**src/rtl/wam_spawner.sv**
```systemverilog
// Whack-a-mole spawner: an 8-bit Galois LFSR picks spawn positions, each live
// mole carries an age counter that expires it after a programmable number of
// ticks, and saturating counters track hits and (optionally) misses.
// Build option: define WAM_MISS_CNT_EN to include the miss counter; without
// it miss_cnt is tied to zero and no miss register is built.
module wam_spawner #(
  parameter int NHOLES = 8,
  parameter int AGE_W  = 4,
  parameter int CNT_W  = 8
) (
  input  logic              clk,
  input  logic              clr_n,
  input  logic              tick,
  input  logic              load,
  input  logic [7:0]        seed,
  input  logic [NHOLES-1:0] hit,
  input  logic [AGE_W-1:0]  age,
  input  logic [7:0]        rto,
  input  logic [3:0]        max_up,
  output logic [NHOLES-1:0] holes,
  output logic              spawn,
  output logic [CNT_W-1:0]  hit_cnt,
  output logic [CNT_W-1:0]  miss_cnt
);

  localparam int IDX_W = (NHOLES > 1) ? $clog2(NHOLES) : 1;
  localparam int PC_W  = $clog2(NHOLES + 1);

  logic [7:0]        r_lfsr;
  logic [NHOLES-1:0] r_holes;
  logic [AGE_W-1:0]  r_age [NHOLES];
  logic              r_spawn;
  logic [CNT_W-1:0]  r_hit_cnt;

  logic [NHOLES-1:0] w_hit_clr;
  logic [NHOLES-1:0] w_expire;
  logic [NHOLES-1:0] w_remain;
  logic [PC_W-1:0]   w_hit_n;
  logic [PC_W-1:0]   w_live_after;
  logic [IDX_W-1:0]  w_start;
  logic [IDX_W-1:0]  w_idx;
  logic [IDX_W-1:0]  w_target;
  logic              w_found;
  logic              w_do_spawn;
  logic [7:0]        w_lfsr_next;
  logic [CNT_W:0]    w_hit_sum;

  // Galois step: bit7 feeds back into bit0 and taps 4, 5 and 6.
  assign w_lfsr_next = {r_lfsr[6], r_lfsr[5] ^ r_lfsr[7], r_lfsr[4] ^ r_lfsr[7],
                        r_lfsr[3] ^ r_lfsr[7], r_lfsr[2:0], r_lfsr[7]};

  // Classify each hole this cycle (hit / expire / survive) and pick a spawn target.
  always_comb begin
    // NOTE: every variable gets a default before any conditional write so no latch is inferred.
    w_hit_clr  = hit & r_holes;
    w_expire   = '0;
    w_found    = 1'b0;
    w_target   = '0;
    w_idx      = '0;
    for (int i = 0; i < NHOLES; i++) begin
      // A hit wins over an expiry on the same hole.
      if (tick && r_holes[i] && !hit[i] && (r_age[i] == age)) w_expire[i] = 1'b1;
    end
    w_remain     = r_holes & ~w_hit_clr & ~w_expire;
    w_hit_n      = PC_W'($countones(w_hit_clr));
    w_live_after = PC_W'($countones(w_remain));
    // Search upward from r mod NHOLES with wrap; only holes empty before
    // this edge are eligible, so a hole freed this cycle is skipped.
    w_start = IDX_W'(int'(r_lfsr) % NHOLES);
    for (int k = 0; k < NHOLES; k++) begin
      w_idx = IDX_W'((int'(w_start) + k) % NHOLES);
      if (!w_found && !r_holes[w_idx]) begin
        w_found  = 1'b1;
        w_target = w_idx;
      end
    end
    w_do_spawn = tick && (r_lfsr < rto) && (int'(w_live_after) < int'(max_up)) && w_found;
    w_hit_sum  = {1'b0, r_hit_cnt} + (CNT_W + 1)'(w_hit_n);
  end

  // Mole board, age counters, LFSR, spawn pulse and hit score.
  always_ff @(posedge clk or negedge clr_n) begin
    if (!clr_n) begin
      r_lfsr    <= 8'h01;
      r_holes   <= '0;
      r_spawn   <= 1'b0;
      r_hit_cnt <= '0;
      // NOTE: the age array is reset explicitly because a stale age would shorten a future mole's life.
      for (int i = 0; i < NHOLES; i++) r_age[i] <= '0;
    end else begin
      // NOTE: non-blocking assignments so every register samples pre-edge values.
      if (load)      r_lfsr <= (seed == 8'h00) ? 8'h01 : seed;
      else if (tick) r_lfsr <= w_lfsr_next;

      for (int i = 0; i < NHOLES; i++) begin
        if (w_hit_clr[i] || w_expire[i]) begin
          r_holes[i] <= 1'b0;
          r_age[i]   <= '0;
        end else if (tick && r_holes[i]) begin
          r_age[i] <= r_age[i] + 1'b1;
        end
      end
      // The target was empty before the edge, so it never collides with a clear above.
      if (w_do_spawn) begin
        r_holes[w_target] <= 1'b1;
        r_age[w_target]   <= '0;
      end
      r_spawn   <= w_do_spawn;
      r_hit_cnt <= w_hit_sum[CNT_W] ? '1 : w_hit_sum[CNT_W-1:0];
    end
  end

  assign holes   = r_holes;
  assign spawn   = r_spawn;
  assign hit_cnt = r_hit_cnt;

`ifdef WAM_MISS_CNT_EN
  logic [CNT_W-1:0] r_miss_cnt;
  logic [PC_W-1:0]  w_exp_n;
  logic [CNT_W:0]   w_miss_sum;

  assign w_exp_n    = PC_W'($countones(w_expire));
  assign w_miss_sum = {1'b0, r_miss_cnt} + (CNT_W + 1)'(w_exp_n);

  // Saturating count of moles that expired unhit.
  always_ff @(posedge clk or negedge clr_n) begin
    if (!clr_n) r_miss_cnt <= '0;
    else        r_miss_cnt <= w_miss_sum[CNT_W] ? '1 : w_miss_sum[CNT_W-1:0];
  end

  assign miss_cnt = r_miss_cnt;
`else
  assign miss_cnt = '0;
`endif

endmodule

```
**config.mk**
```make
export PLATFORM = sky130hd
export DESIGN_NAME = wam_spawner
export DESIGN_NICKNAME = d
export VERILOG_FILES = /design/src/rtl/wam_spawner.sv
export SDC_FILE = /design/constraint.sdc
export NUM_CORES = 1
export LEC_CHECK = 0
export CELL_PAD_IN_SITES_DETAIL_PLACEMENT = 0
export CELL_PAD_IN_SITES_GLOBAL_PLACEMENT = 1
export CORE_MARGIN = 2
export CORE_UTILIZATION = 48
export CTS_BUF_LIST = sky130_fd_sc_hd__clkbuf_4 sky130_fd_sc_hd__clkbuf_8 sky130_fd_sc_hd__clkbuf_16
export CTS_CLUSTER_SIZE = 20
export DETAILED_ROUTE_END_ITERATION = 10
export PLACE_DENSITY_LB_ADDON = 0.1
export SLEW_MARGIN = 20
export SYNTH_ARGS = -nofsm -noshare
export SYNTH_HDL_FRONTEND = slang
export SYNTH_SLANG_ARGS = --single-unit
```
**constraint.sdc**
```tcl
create_clock -name clk -period 14.6 [get_ports clk]
set_input_delay 1.46 -clock clk [delete_from_list [all_inputs] [get_ports clk]]
set_output_delay 1.46 -clock clk [all_outputs]
set_load 0.01 [all_outputs]
```
Fig. 1: run 1, M3 wires
Bar = 20 um.
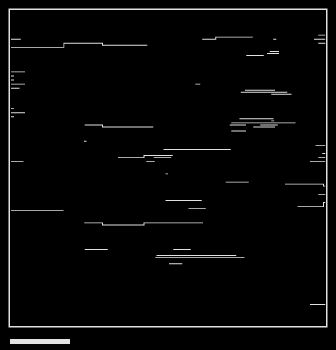
longest straight run = 29.4 um
nets with wire on the layer = 49
wire length on this layer = 466 um
main direction = horizontal
share of all routed wire = 4.1%

Fig. 2: run 1, met2 routing
Bar = 20 um.
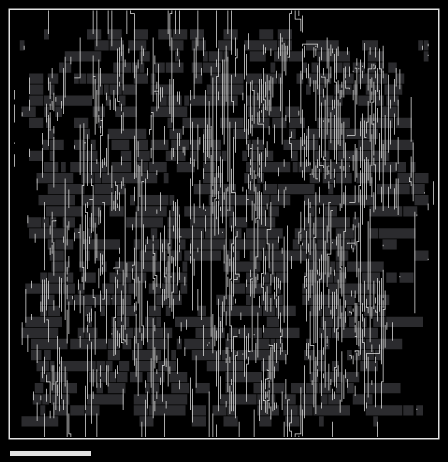
main direction = vertical
share of all routed wire = 47%

Fig. 3: run 1, layout detail
Bar = 5 um. Region (16, 69) to (36, 89) um. Cells in grey, sequential cells in the stronger grey; small squares are vias.
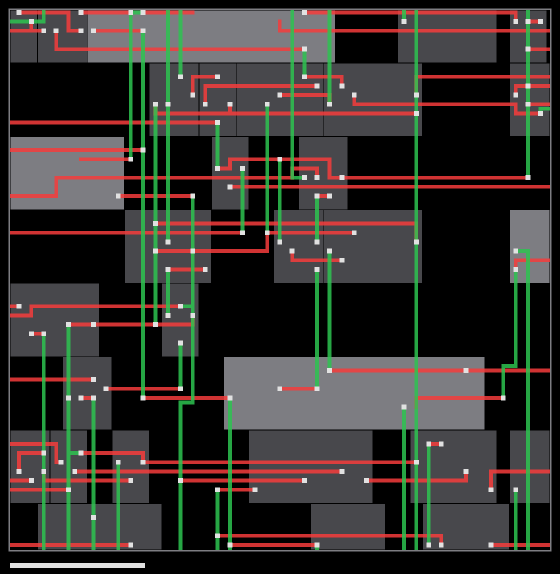
green -> metal 2
red -> metal 1
sequential cells in the window = 2
cells with their middle in the window = 27
most frequent = o21ai_0 (7), nand2_1 (6), mux2i_1 (3)
netlist names of flops here include = r_lfsr (2)

==> run 1: sequential cells by signal, summed over array words and instances (netlist names) <==
signal / flops
hit_cnt: 8
holes: 8
r_age: 32
r_lfsr: 8
spawn: 1
==> run 1: final timing paths <==
check	startpoint	to	slack (ps)
hold / removal	hit_cnt[4]	hit_cnt[4]	520
max in group asynchronous	clr_n	r_lfsr[1]	12830
setup reg to reg	holes[3]	r_age[12]	8820
setup / recovery	age[3]	r_age[12]	7440
hold reg to reg	hit_cnt[4]	hit_cnt[4]	520
min in group asynchronous	clr_n	r_age[4]	1260
==> run summary, run 1 <==
Notes on the physical design

The flow ran to the end, and the final reports show no timing, DRC or antenna violations. The minimum setup slack in the final design is 7440 ps. The number of cells reported by Yosys stat comes to 511. The power density over cell area is approximately 110 nW/um^2.

Power comes to 650 uW. After legalization and detailed placement, the total HPWL measured between 8000 and 9000 um. The die width is 105 um. Summing the areas of all xor and xnor instances in the mapped netlist gives between 10 and 15% of the synthesized area. Of the total synthesized cell area, the portion taken by full adders, half adders and majority gates is 11.0%. Leaving out buffers and inverters, the combinational logic in the layout accounts for 3270 sq um. The finished layout holds 689 standard cells, fillers aside. In this run, synthesis produced a sequential element count of approximately 57. The register area share after synthesis is 29.0%. The met1 wire length is between 5000 and 6000 um. The via count of the first global-routing pass was 3836. The routed length on met2 is 5380 um. Routed signal wires occupy layers up through met4. For this run, the top clock speed supported by timing is 140 MHz. STA on the placed design reports a worst setup slack of 7050 ps. In this run the vertical extent of the chip is ~110 um.

The synthesis-to-layout area growth is 15.0%. The maximum single-stage delay on the critical path is between 800 and 900 ps. The highest-count logic cell in the final layout is sky130_fd_sc_hd__dfrtp_1. Counting instances in the post-synthesis netlist gives the leading cell types as 56 x sky130_fd_sc_hd__dfrtp_1, 35 x sky130_fd_sc_hd__nand2_1, 35 x sky130_fd_sc_hd__xnor2_1, 29 x sky130_fd_sc_hd__ha_1. The class of the tightest hold or removal check is reg2reg. The cell-mix breakdown from Yosys lists the simple-gate area share as 18.8%.

The routed layout has 3926 vias. The maximum clock path buffer count is 2. The number of buffers inserted during clock tree synthesis is 9. The mean number of vias per cell is roughly 5.7. The met2 routing resource usage after global routing is 35.0%. Of the total power, combinational logic draws between 40% and 50%. The transition time of the tightest slew-check pin is 815 ps.

Wire segments on met3 add up to 466 um in the final route. The first-pass GRT wire length is 19600 um. The buffer count excluding the clock tree in the final layout is 55. The proportion of cell area occupied by multi-input gates is 57.7%. Per the final layout report, the fraction of cells sized above drive strength 1 comes to 11.9%. The hold buffer count at CTS is 0. The number of cells traversed by the worst register-to-register path is 17.

Setup repair after global routing left no endpoint under its margin. Yosys reports that the leading cell type by area covers between 20% and 30% of the netlist area.
Fig. 4: run 1, routing congestion
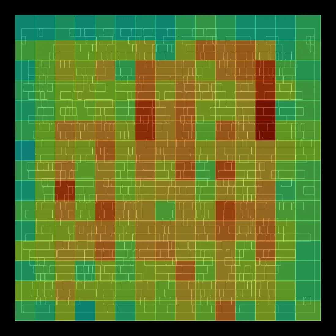

==> inputs of run 2 (changes only) <==
- CORE_UTILIZATION: 48 -> 40
- clock period: 14.6 -> 6.1 ns (I/O delays scaled with it)
Fig. 5: run 2, routing congestion
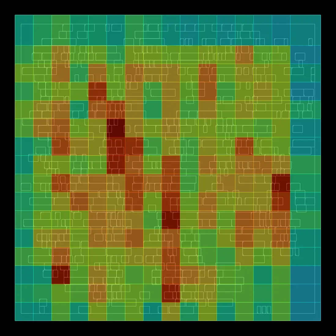
met1 layer usage reported by global route: 27.9%
global-route met2 utilization: 33.5%
gr busiest metal: met2

==> run summary, run 2 <==
Notes on the physical design

The worst setup path is launched from an input port. The total power was 1.74 mW (+170%). In the layout the commonest cells are 56 x sky130_fd_sc_hd__dfrtp_1, 50 x sky130_fd_sc_hd__clkdlybuf4s50_1, 35 x sky130_fd_sc_hd__xnor2_1, 35 x sky130_fd_sc_hd__nand2_1, 29 x sky130_fd_sc_hd__ha_1. The number of flip-flops in the largest register is 32 (unchanged). The number of cells in the yosys synthesis report is 511 (unchanged). The synthesized-area fraction occupied by ao, oa, aoi and oai cells is 12.4%.

The xor and xnor fraction of the mapped netlist area came to 11.2% (unchanged). The number of failing setup endpoints in the final timing report is 0. After synthesis, the share of flip-flops with an asynchronous set or reset is 100%. The power report attributes to the sequential group a share of 33.9%. The met1 wire length was 5780 um (+6.5%). The combinational power share is 38.8% (-2.7 points). Post-route period utilization is reported as 95.9%. The register ranked first by flip-flop count is r_age. The clock group power is 477 uW. Tracing the worst setup path back leads to its startpoint at age[3]. The cell sitting at the root of the clock tree is a sky130_fd_sc_hd__clkbuf_16.

Across all hold checks on the routed design, the worst slack comes to 453 ps. Setup repair after global routing left no endpoint under its margin. The total half-perimeter wirelength after legalization and detailed placement came to 9470 um (+10%). The number of synthesized register bits came to 57 (unchanged). The maximum single-stage delay on the critical path is 570 ps (-260 ps).

The count of warnings emitted by yosys is 0. Looking at the worst setup and hold paths, the clock pins of their registers show a slew of 50 ps. The destination of the critical timing path is r_age[15].

The static leakage is 2.66 nW. The register area share after synthesis is 29.0% (unchanged). The number of buffers inserted by port buffering is about 52. The number of buffers inserted during clock tree synthesis is 9 (unchanged). The share of final-layout standard cells stronger than drive strength 1 is 14.0% (+2.2 points).

The floorplan utilization is 41.0%. The post-synthesis share of cell area spent on full adders, half adders and majority gates was 11.0% (unchanged). In this run the critical register-to-register path is captured at r_age[15].

In this run the critical register-to-register path is launched from r_age[28]. The hold buffer count at CTS was 0 (unchanged). In this run the layout overhead on the synthesized area is reported as 19.8%.

The power report lists cell-internal power as 1.11 mW. The number of cells traversed by the worst register-to-register path is 19 (+2). In this run the power spent charging and discharging nets is roughly 630 uW. The power density over cell area is 296 nW/um^2 (+160%). The post-layout instance count excluding filler cells is 717 (+4.1%). The transition time of the tightest slew-check pin is 826 ps (+10.7 ps). The switching part of the total power is 36.2%.

The simple-gate area share of the yosys netlist is 18.8% (unchanged). The die width is 115 um (+9.2%). The first-pass GRT wire length is 20900 um (+6.4%). The area share of the largest cell type after synthesis is 28.5% (unchanged). Across the run, the number of max-cap violations was 0.

The mean number of vias per cell was 5.55 (-2.6%). sky130_fd_sc_hd__dfrtp_1 is the most common cell in the netlist. The class of the tightest hold or removal check is in2async. The highest-count logic cell in the final layout is sky130_fd_sc_hd__dfrtp_1. The synthesized netlist has a Yosys-reported chip area of 4920 sq um. The die height came to 115 um (+9.2%). The worst-case register-to-register setup slack is 730 ps (-8090 ps). Measured against its own limit, the worst slew margin works out to 44.9%. In this run the top signal layer used is met4. The run finished with clean final reports. By area the synthesized netlist is led by sky130_fd_sc_hd__dfrtp_1 28%, sky130_fd_sc_hd__ha_1 7.4%, sky130_fd_sc_hd__xnor2_1 6.2%, sky130_fd_sc_hd__mux4_2 5.9%, sky130_fd_sc_hd__xor2_1 5.0%. After synthesis, the most frequently instantiated cells are 56 x sky130_fd_sc_hd__dfrtp_1, 35 x sky130_fd_sc_hd__nand2_1, 35 x sky130_fd_sc_hd__xnor2_1, 29 x sky130_fd_sc_hd__ha_1. The maximum clock path buffer count is 2 (unchanged). The wire length on met3 is 428 um (-8.2%). The worst path arrival time is 6020 ps. The highest clock rate this design can be run at is 171 MHz. The overflow left after global routing is 0. The total number of cells along the worst setup path is 20. Overall routing resource usage recorded by global route was 20.5%.

The total non-filler cell area in the finished layout is about 5900 sq um. Grouping non-sequential cells by family puts the most area in simple AND/OR/NAND/NOR gates. The via count of the first global-routing pass is 3975 (+3.6%). The routed length on met2 is 6230 um (+16%).
Fig. 6: run 2, met2 routing
Bar = 20 um.
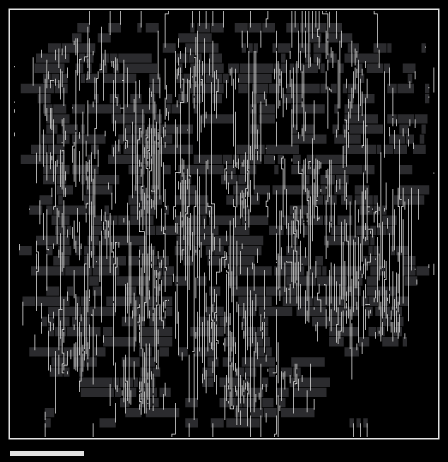
total number of vias: 3981
routed wire length: 12600 um

run 2: cell counts after synthesis:
No cell type changed its count.
run 2: stage by stage:
stage	setup slack [ps]	TNS, ps
after floorplan	366	0
final	251	0
after CTS	226	0
after global routing	13.4	0
after detailed placement	-108	-763
after global placement	-18.6	-104
run 2: final cells by class:
| cell class | instances | area [sq um] | share of cell area, % |
|---|---|---|---|
| clock buffers | 16 | 284 | 4.82 |
| well taps | 147 | 184 | 3.12 |
| flip-flops and latches | 57 | 1430 | 24.2 |
| inverters | 24 | 90.1 | 1.53 |
| repair buffers | 69 | 646 | 10.9 |
| multi-input cells | 404 | 3270 | 55.4 |
run 2: repair_timing:
item / 4_1_cts / 5_1_grt
gates resized: 0 / 1
endpoints found under the setup margin: 0 / 7
hold endpoints to repair: 0 / 0
==> inputs of run 3 (changes only) <==
- TNS_END_PERCENT: default -> 50
Fig. 7: run 3, M3 wires
Bar = 20 um.
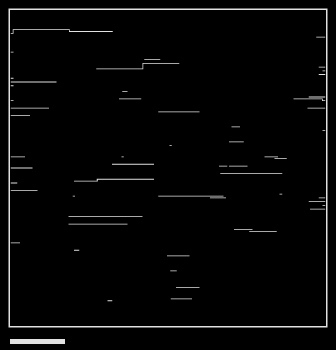
GR Util met3: 3.16%

==> run summary, run 3 <==
Notes on the physical design

The run finished with clean final reports. The largest family of logic cells by area is simple AND/OR/NAND/NOR gates. The fraction of registers with async set or reset after synthesis is 100% (unchanged). The die width is 115 um (unchanged). The mean number of vias per cell came to 5.55 (unchanged). The proportion of cell area occupied by multi-input gates is 55.4% (unchanged). The total number of multi-input combinational cells is 404 (unchanged).

The total half-perimeter wirelength after legalization and detailed placement is 9470 um (unchanged). The buffer count excluding the clock tree in the final layout is 69 (unchanged). The maximum operating frequency is 171 MHz (unchanged). The worst-case register-to-register setup slack is 730 ps (about the same). The all-layer global routing usage is 20.5% (unchanged). The post-synthesis share of cell area spent on full adders, half adders and majority gates is 11.0% (unchanged). The number of flip-flops in the largest register is 32 (unchanged). The sum of routed wire length over all layers was 12600 um (unchanged).

According to the hold report, the worst path is of the in2async type. The floorplan utilization is 41.0% (unchanged). The sort of element at the start of the critical path is an input port. The area of the multi-input gates was 3270 sq um (unchanged).

The number of synthesized register bits was 57 (unchanged). Looking at the reg2reg group, the worst path ends at r_age[15]. The transition time of the tightest slew-check pin is 826 ps (unchanged).

The synthesized-area fraction occupied by ao, oa, aoi and oai cells came to 12.4% (unchanged). The count of cells resized by post-cts repair is 0 (unchanged). The destination of the critical timing path is r_age[15].

The register area share after synthesis came to 29.0% (unchanged). The minimum setup slack in the final design is 251 ps (unchanged). The critical path startpoint is age[3]. The first-pass GRT wire length is 20900 um (unchanged). The chip area line of the yosys report came to 4920 sq um (unchanged). The share of final-layout standard cells stronger than drive strength 1 is 14.0% (unchanged). The layout inverter count without the clock tree came to 24 (unchanged). The most common cell in the synthesized netlist is sky130_fd_sc_hd__dfrtp_1.

The number of failing setup endpoints in the final timing report is 0 (unchanged). The launch point of the worst register-to-register path is recorded as r_age[28]. The hold buffer count at CTS is 0 (unchanged).

The sequential share of cell area was 24.2% (unchanged). Leaving out fill and tap cells, the most frequent cell in the layout is sky130_fd_sc_hd__dfrtp_1. The die height is 115 um (unchanged). The part of the cycle the worst path needs is 95.9% (unchanged). The xor and xnor fraction of the mapped netlist area is 11.2% (unchanged).

The number of buffers inserted during clock tree synthesis is 9 (unchanged). The clock-pin slew on the worst setup and hold paths came to 50 ps (about the same). The simple-gate area share of the yosys netlist is 18.8% (unchanged). Setup repair after global routing left no endpoint under its margin. The total non-filler cell area in the finished layout came to 5900 sq um (unchanged). The area share of the largest cell type after synthesis was 28.5% (unchanged). The maximum clock path buffer count came to 2 (unchanged). The number of cells in the yosys synthesis report is 511 (unchanged). By area the synthesized netlist is led by sky130_fd_sc_hd__dfrtp_1 28%, sky130_fd_sc_hd__ha_1 7.4%, sky130_fd_sc_hd__xnor2_1 6.2%, sky130_fd_sc_hd__mux4_2 5.9%, sky130_fd_sc_hd__xor2_1 5.0%. The area taken by flip-flops and latches is 1430 sq um (unchanged).

The worst hold slack is 453 ps (unchanged). More flip-flops sit in one register than any other, and that register is r_age. The number of cells traversed by the worst register-to-register path is 19 (unchanged). The worst path arrival time came to 6020 ps (about the same).

The fraction of area in clock buffers and inverters was 4.82% (unchanged). The accumulated negative setup slack is 0 ps (unchanged). The post-layout instance count excluding filler cells is 717 (unchanged). The overflow left after global routing was 0 (unchanged).

The number of flip-flops and latches was 57 (unchanged).
Fig. 8: run 3, layout detail
Bar = 5 um. Region (19, 76) to (39, 96) um. Cells in grey, sequential cells in the stronger grey; small squares are vias.
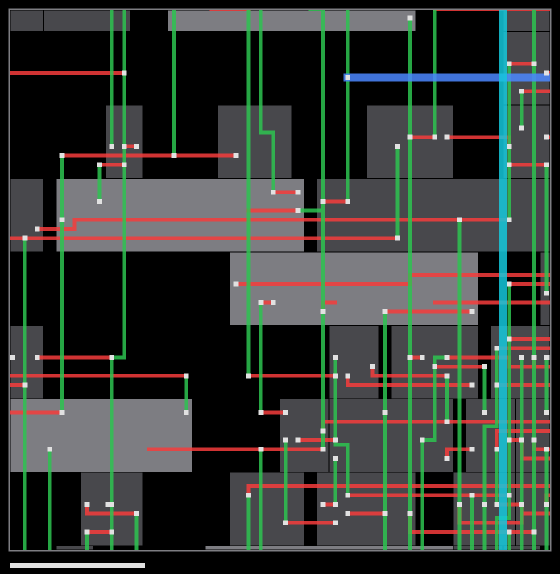

==> run 3: cell counts in the layout (fill, tap and decap cells not counted) <==
Identical to the previous run, type by type.
==> run 3: kinds of logic after synthesis <==
logic type / after synthesis
and+or+nand+nor: 167
AOI/OAI and AO/OA: 85
xor gates and xnor gates: 63
DFF: 57
buffers and inverters: 57
muxes: 43
adders and majority gates: 38
other: 1
==> run 3: layer usage <==
metal	up-vias	share of wire (%)	track usage, %
li1	1939	-	-
met1	1955	46	27.9
met2	76	49	33.5
met3	11	3.4	3.16
met4	0	1.2	6.75
met5	-	0	0
==> run 3: power by group <==
part / switching [mW] / internal (mW)
clock network: 0.164 / 0.313
logic: 0.340 / 0.336
registers: 0.128 / 0.463
total: 0.632 / 1.11

## Gallery

Signal wires on met1.
panel A
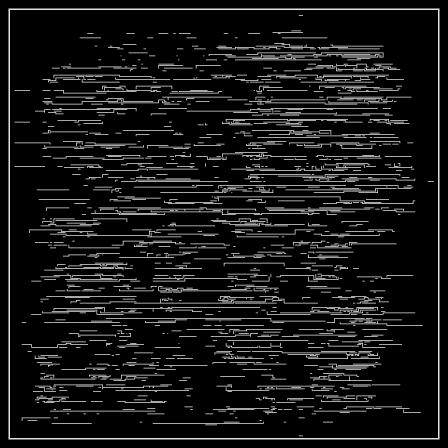
panel B
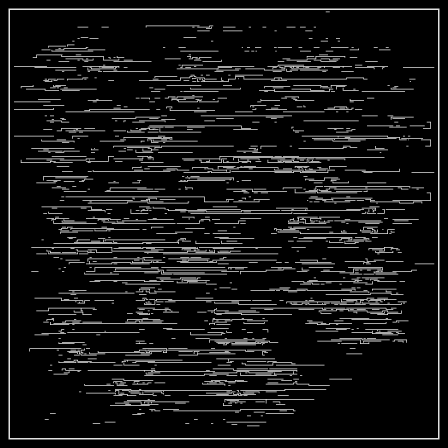
| picture | from |
|---|---|
| panel A | run 1 |
| panel B | run 3 |

Key to panel B:
share of all routed wire = 46%
wire length on this layer = 5780 um

Power figures rest on the tool's default switching activity, not on a simulated workload.
